File: src/rtl/minirisc_bus_arbiter.sv
// -----------------------------------------------------------------------------
// minirisc_bus_arbiter
//
// Round-robin arbiter and bus multiplexer for the MiniRISC data-memory bus.
// Up to NUM_MST masters (CPU core, DMA engine, debug module, ...) share one
// slave-side bus. A master keeps its grant for as long as it holds its request,
// so multi-cycle sequences such as stack push/pop are never split. When the
// owner releases, the next requester after the previous owner wins at the next
// edge, giving gap-free hand-over and starvation-free service.
//
// Ports
//   clk             clock, all state updates on the rising edge
//   rst             synchronous reset, active-low
//   m_bus_req       per-master request (level, held for the whole sequence)
//   m_bus_grant     per-master grant, registered, one-hot or zero
//   m_mst2slv_addr  per-master address      (byte slice i = master i)
//   m_mst2slv_wr    per-master write strobe
//   m_mst2slv_rd    per-master read strobe
//   m_mst2slv_data  per-master write data   (byte slice i = master i)
//   m_slv2mst_data  read data broadcast to every master
//   s_mst2slv_addr  slave address    (granted master's, else 0)
//   s_mst2slv_wr    slave write strobe
//   s_mst2slv_rd    slave read strobe
//   s_mst2slv_data  slave write data
//   s_slv2mst_data  slave read data
//   bus_busy        some grant is active
//   bus_owner       index of the granted master, 0 when idle
// -----------------------------------------------------------------------------
module minirisc_bus_arbiter #(
    parameter int NUM_MST = 4
) (
    input  logic                   clk,
    input  logic                   rst,

    input  logic [NUM_MST-1:0]     m_bus_req,
    output logic [NUM_MST-1:0]     m_bus_grant,
    input  logic [8*NUM_MST-1:0]   m_mst2slv_addr,
    input  logic [NUM_MST-1:0]     m_mst2slv_wr,
    input  logic [NUM_MST-1:0]     m_mst2slv_rd,
    input  logic [8*NUM_MST-1:0]   m_mst2slv_data,
    output logic [7:0]             m_slv2mst_data,

    output logic [7:0]             s_mst2slv_addr,
    output logic                   s_mst2slv_wr,
    output logic                   s_mst2slv_rd,
    output logic [7:0]             s_mst2slv_data,
    input  logic [7:0]             s_slv2mst_data,

    output logic                   bus_busy,
    output logic [2:0]             bus_owner
);

    localparam int IDX_W = (NUM_MST > 1) ? $clog2(NUM_MST) : 1;
    localparam logic [2:0] LAST_RST = 3'(NUM_MST - 1);

    // ------------------------------------------------------------------
    // State
    // ------------------------------------------------------------------
    logic [NUM_MST-1:0] grant_q, grant_d;
    logic [2:0]         last_q,  last_d;

    // ------------------------------------------------------------------
    // Arbitration
    // ------------------------------------------------------------------
    logic               owner_holds;
    logic               found;
    logic [IDX_W-1:0]   idx;

    always_comb begin
        // NOTE: every variable gets a default before any branch, so no path
        // leaves it unassigned and no latch is inferred.
        grant_d     = '0;
        last_d      = last_q;
        found       = 1'b0;
        idx         = '0;
        owner_holds = |(grant_q & m_bus_req);

        if (owner_holds) begin
            // No preemption: the owner keeps the bus while it requests.
            grant_d = grant_q;
        end else begin
            // Search starts just after the previous owner, so a re-requesting
            // former owner is considered last.
            for (int k = 1; k <= NUM_MST; k++) begin
                // NOTE: blocking '=' in combinational logic; the loop relies
                // on 'found' updating immediately within the same pass.
                idx = IDX_W'((int'(last_q) + k) % NUM_MST);
                if (!found && m_bus_req[idx]) begin
                    found        = 1'b1;
                    grant_d[idx] = 1'b1;
                    last_d       = 3'(idx);
                end
            end
        end
    end

    always_ff @(posedge clk) begin
        // NOTE: non-blocking '<=' for all registered state, so every register
        // samples the pre-edge values regardless of statement order.
        if (!rst) begin
            grant_q <= '0;
            last_q  <= LAST_RST;   // master 0 wins the first search
        end else begin
            grant_q <= grant_d;
            last_q  <= last_d;
        end
    end

    // ------------------------------------------------------------------
    // Bus multiplexer (AND-OR, all zero when no grant is active)
    // ------------------------------------------------------------------
    always_comb begin
        s_mst2slv_addr = '0;
        s_mst2slv_data = '0;
        s_mst2slv_wr   = 1'b0;
        s_mst2slv_rd   = 1'b0;
        for (int i = 0; i < NUM_MST; i++) begin
            s_mst2slv_addr = s_mst2slv_addr | (m_mst2slv_addr[i*8 +: 8] & {8{grant_q[i]}});
            s_mst2slv_data = s_mst2slv_data | (m_mst2slv_data[i*8 +: 8] & {8{grant_q[i]}});
            s_mst2slv_wr   = s_mst2slv_wr   | (m_mst2slv_wr[i] & grant_q[i]);
            s_mst2slv_rd   = s_mst2slv_rd   | (m_mst2slv_rd[i] & grant_q[i]);
        end
    end

    // Masters qualify the broadcast read data with their own grant.
    assign m_slv2mst_data = s_slv2mst_data;

    // ------------------------------------------------------------------
    // Status: grant is one-hot or zero, so OR-ing indices is a valid encoder.
    // ------------------------------------------------------------------
    always_comb begin
        bus_owner = '0;
        for (int i = 0; i < NUM_MST; i++) begin
            if (grant_q[i]) begin
                bus_owner = bus_owner | 3'(i);
            end
        end
    end

    assign bus_busy    = |grant_q;
    assign m_bus_grant = grant_q;

endmodule

File: config.mk
export PLATFORM = sky130hd
export DESIGN_NAME = minirisc_bus_arbiter
export DESIGN_NICKNAME = d
export VERILOG_FILES = /design/src/rtl/minirisc_bus_arbiter.sv
export SDC_FILE = /design/constraint.sdc
export NUM_CORES = 1
export LEC_CHECK = 0
export CORE_AREA = 2 2 65 67
export DETAILED_ROUTE_END_ITERATION = 8
export DIE_AREA = 0 0 67 69
export GPL_ROUTABILITY_DRIVEN = 0
export PLACE_DENSITY_LB_ADDON = 0.12
export SYNTH_ARGS = -nofsm -noshare
export SYNTH_HDL_FRONTEND = slang
export SYNTH_SLANG_ARGS = --single-unit
File: constraint.sdc
create_clock -name clk -period 2.7 [get_ports clk]
set_clock_uncertainty 0.2 [all_clocks]
set_input_delay 0.405 -clock clk [delete_from_list [all_inputs] [get_ports clk]]
set_output_delay 0.405 -clock clk [all_outputs]
set_load 0.01 [all_outputs]
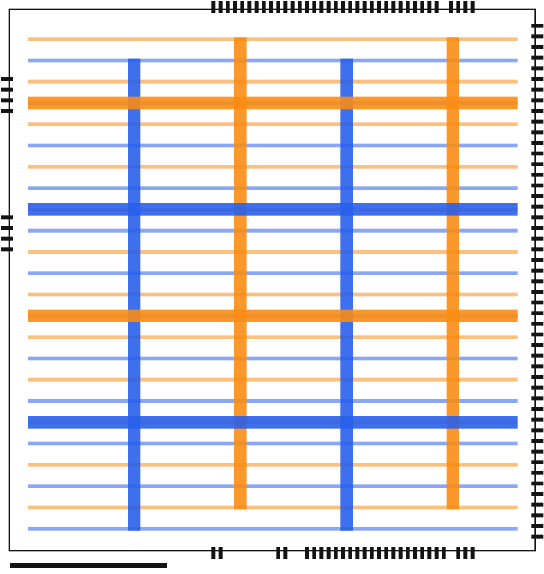
*PDN straps and rails, run 1*
Bar = 20 µm. Pins as bars on the die edge.
Key: VSS = blue; VDD = orange
4 straps on met5. 4 straps on met4. 120 signal pins sit on the boundary.
area of the core: 3910 µm²
Max VDD drop: 0.444 mV
Die Wd: 67 µm
Die Y: 69 µm

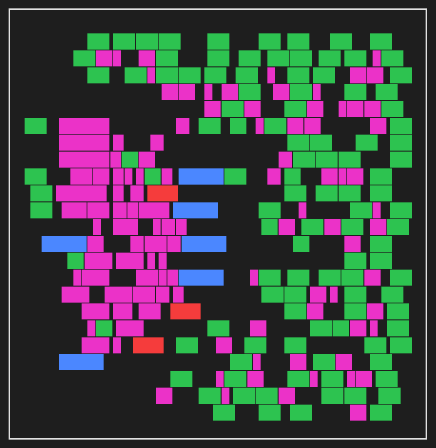
*Cells coloured by class, run 1*
Key: cells driving clock nets = red [cells 3, share of their area 2.0%]; other buffers and delay cells = green [cells 111, share of their area 53%]; flops = blue [cells 6, share of their area 5.8%]; all other logic = magenta [cells 109, share of their area 39%]

==> deck_impl_summary.md, run 1 <==
Physical Implementation Snapshot

Global routing
  – GR Util met3: approximately 3.4%
  – GR Layer Usage met1: about a fifth
  – Gr ovfl total: 0
  – Busiest layer in global routing: met2
  – Initial antenna violation count: 0
  – Largest net degree at the start of global routing: 16
  – Met2 GRT Util: about 33%

Logic synthesis
  – Top comb family, area: AND-OR/OR-AND gates
  – Max-area cell share: about a quarter
  – Netlist cell types: 27
  – Post-synthesis adder-cell area fraction: about a tenth
  – Synth mux share: 10.8%
  – Post-synth ARST share: 0%
  – Main synth FF type: dfxtp_1
  – Xor+xnor area frac: less than 1%
  – Cell area after synthesis: 1030 µm²
  – Simple Share, Synth: 16.0%
  – Ys flops: 6

Power and ir drop
  – Pwr dens: 1000 nW/µm²
  – Comb pwr: between 0.0015 and 0.002 W
  – Overall power: 0.00212 W
  – Net switching power: 0.000910 W
  – Main power group: combinational logic
  – Switch share: ~43%

Timing
  – Period utilization: 93.1%
  – RSZ-0062 raised after global routing: false
  – Post-layout minimum cycle time: between 2000 and 3000 ps
  – Relative slew margins: 59.1%
  – Final Setup Violations: 0

Final layout
  – Invs w/o clock: 2
  – Filler Cell Count: around 370
  – Combinational gates: 107
  – Ant diodes: 0
  – Clock-cell share: around 2.0%
  – Layout cells sized above 1: a little under a tenth

CTS
  – Worst-Skew Late Latency: 230 ps
  – CTS hold repair buffers: 0
  – Reg clk slew, reported paths: 40 ps
  – CTS sink count: 6
  – Max H-tree Level: 1
  – CTS tree: done
  – Setup Buffers After CTS: 0

Critical path
  – Critical Path Sink Type: output port
  – CP Max Fanout: 15
  – Critical path origin: m_bus_grant[0]
  – Crit path kind: register to output port
  – Data required, critical path: ~2100 ps
  – Crit path max-delay family: buffers and inverters
  – Worst r2r dst: m_bus_grant[3]

Drt
  – Drt wl/cell: about 16 µm
  – Met3 WL: 517 µm
  – Final WL: approximately 4500 µm
  – Met1 wire length: 1730 µm

Placed design
  – Placed Cells: 276
  – DPL Wire Length: 3650 µm

Floorplanning
  – Initial core utilization: 26.4%

Run status
  – Status: finished, final reports clean

Run
  – Tool Warnings: 33

Min path
  – Hold Path Stages: 3
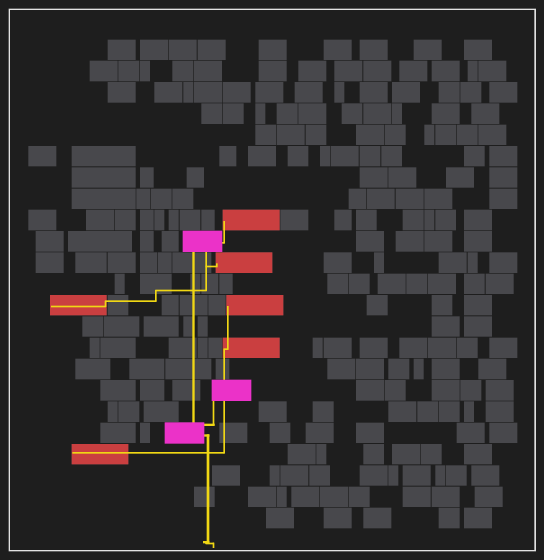
*Routed clock nets over the placement, run 1*
Key: cells driving clock nets = magenta [count 3]; clock wires = yellow [length 129 µm]; flip-flops = red [count 6]
Position of the flops: centre.
clock share of power: 6.6%
Clock Power: 0.000140 W

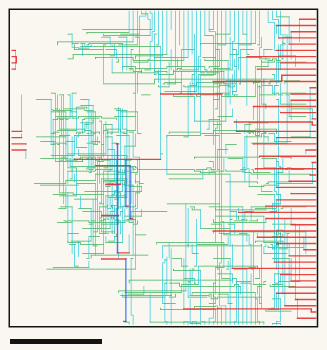
*Wiring by layer, run 1*
Bar = 20 µm.
Key: met1 = green [wire length 1730 µm]; met3 = red [wire length 518 µm]; met2 = cyan [wire length 2230 µm]; met4 = blue [wire length 59.2 µm]

==> run 2, diff against run 1 <==
--- a/config.mk
+++ b/config.mk
@@ -6,10 +6,12 @@
 export NUM_CORES = 1
 export LEC_CHECK = 0
 export CORE_AREA = 2 2 65 67
+export CTS_CLUSTER_SIZE = 24
 export DETAILED_ROUTE_END_ITERATION = 8
 export DIE_AREA = 0 0 67 69
 export GPL_ROUTABILITY_DRIVEN = 0
 export PLACE_DENSITY_LB_ADDON = 0.12
+export SKIP_LAST_GASP = 1
 export SYNTH_ARGS = -nofsm -noshare
 export SYNTH_HDL_FRONTEND = slang
 export SYNTH_SLANG_ARGS = --single-unit
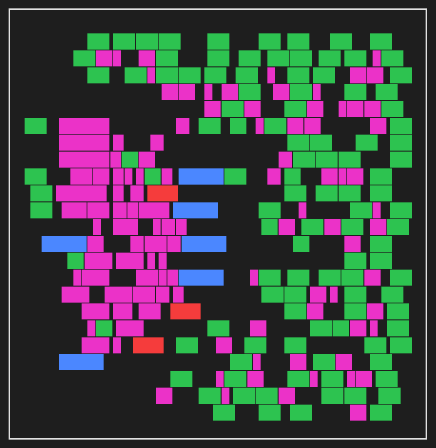
*Cells coloured by class, run 2*
Key: flops = blue [cells 6, share of their area 5.8%]; all other logic = magenta [cells 109, share of their area 39%]; cells driving clock nets = red [cells 3, share of their area 2.0%]; other buffers and delay cells = green [cells 111, share of their area 53%]

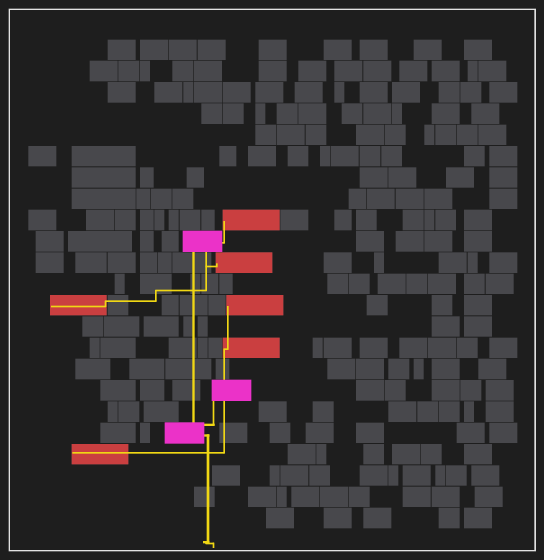
*Routed clock nets over the placement, run 2*
Key: clock wires = yellow [length 129 µm]; cells driving clock nets = magenta [count 3]; flip-flops = red [count 6]
Position of the flops: centre.
Worst-Skew Late Latency: 230 ps

==> run 2 against run 1 <==
  * Wire length stayed put
  * Setup slack stayed put
  * Register-to-register slack hardly changed
  * First-iteration DRC count stayed put
  * Clock-buffer cell count stayed put
  * Sequential share of layout area stayed put
  * Cell area stayed put
  * Flip-flop count stayed put
  * Critical path type unchanged
  * Largest cell class unchanged
  * Largest power group unchanged
  * Highest routed layer unchanged
==> deck_impl_summary.md, run 2 <==
Physical Implementation Snapshot

Run status
  – Status: finished, final reports clean

Timing
  – Period utilization: just over 90%
  – Post-layout minimum cycle time: 2510 ps
  – Final Setup Violations: 0
  – Slew @ Worst Pin: around 600 ps
  – Relative slew margins: approximately 59%

Logic synthesis
  – Main synth FF type: dfxtp_1
  – Simple Share, Synth: 16.0%
  – Synth mux share: 10.8%
  – Post-synthesis adder-cell area fraction: 9.69%
  – Max-area cell share: 26.2%
  – Ys flops: 6
  – Top comb family, area: AND-OR/OR-AND gates
  – Cell area after synthesis: 1030 µm²
  – Netlist cell types: 27

Final layout
  – Invs w/o clock: 2
  – Layout cells sized above 1: 9.17%
  – Clock-cell share: ~2.0%
  – Combinational gates: 107
  – Filler Cell Count: around 370
  – Most frequent cells in the layout: clkdlybuf4s50_1 (102), a22oi_1 (36), nand2_1 (26)

CTS
  – CTS tree: done
  – Reg clk slew, reported paths: 40 ps
  – Max H-tree Level: 1
  – Setup Buffers After CTS: 0
  – CTS hold repair buffers: 0

Global routing
  – GR Layer Usage met1: 21.3%
  – Met2 GRT Util: 32.6%
  – Initial antenna violation count: 0
  – GR Util met3: between 3 and 4%
  – Gr ovfl total: 0
  – Largest net degree at the start of global routing: 16

Run
  – Tool Warnings: 33

Drt
  – Vias/cell: 5.22
  – Drt wl/cell: 16.3 µm
  – Final WL: between 4000 and 5000 µm
  – Met1 wire length: approximately 1700 µm

Power and ir drop
  – Power share of the sequential group: approximately 11%
  – Switch share: roughly 43%
  – Clock Power: 0.000140 W
  – Net switching power: roughly 0.00091 W
  – Main power group: combinational logic
  – Clock share of power: 6.6%
  – Comb pwr: 0.00173 W
  – Pwr dens: ~1000 nW/µm²
  – Overall power: 0.00212 W

Critical path
  – Critical Path Sink Type: output port
  – Crit path max-delay family: buffers and inverters
  – R2R Setup Slk: 420 ps
  – Critical path origin: m_bus_grant[0]
  – Worst r2r dst: m_bus_grant[3]
  – CP Max Fanout: 15

Min path
  – Hold Path Stages: 3

Floorplanning
  – Area of the core: 3910 µm²
  – Die Y: 69 µm
  – Initial core utilization: 26.4%
  – Die Wd: 67 µm

Placed design
  – Placed Cells: 276
No activity file was given, so power comes from the tool's default toggle rates.
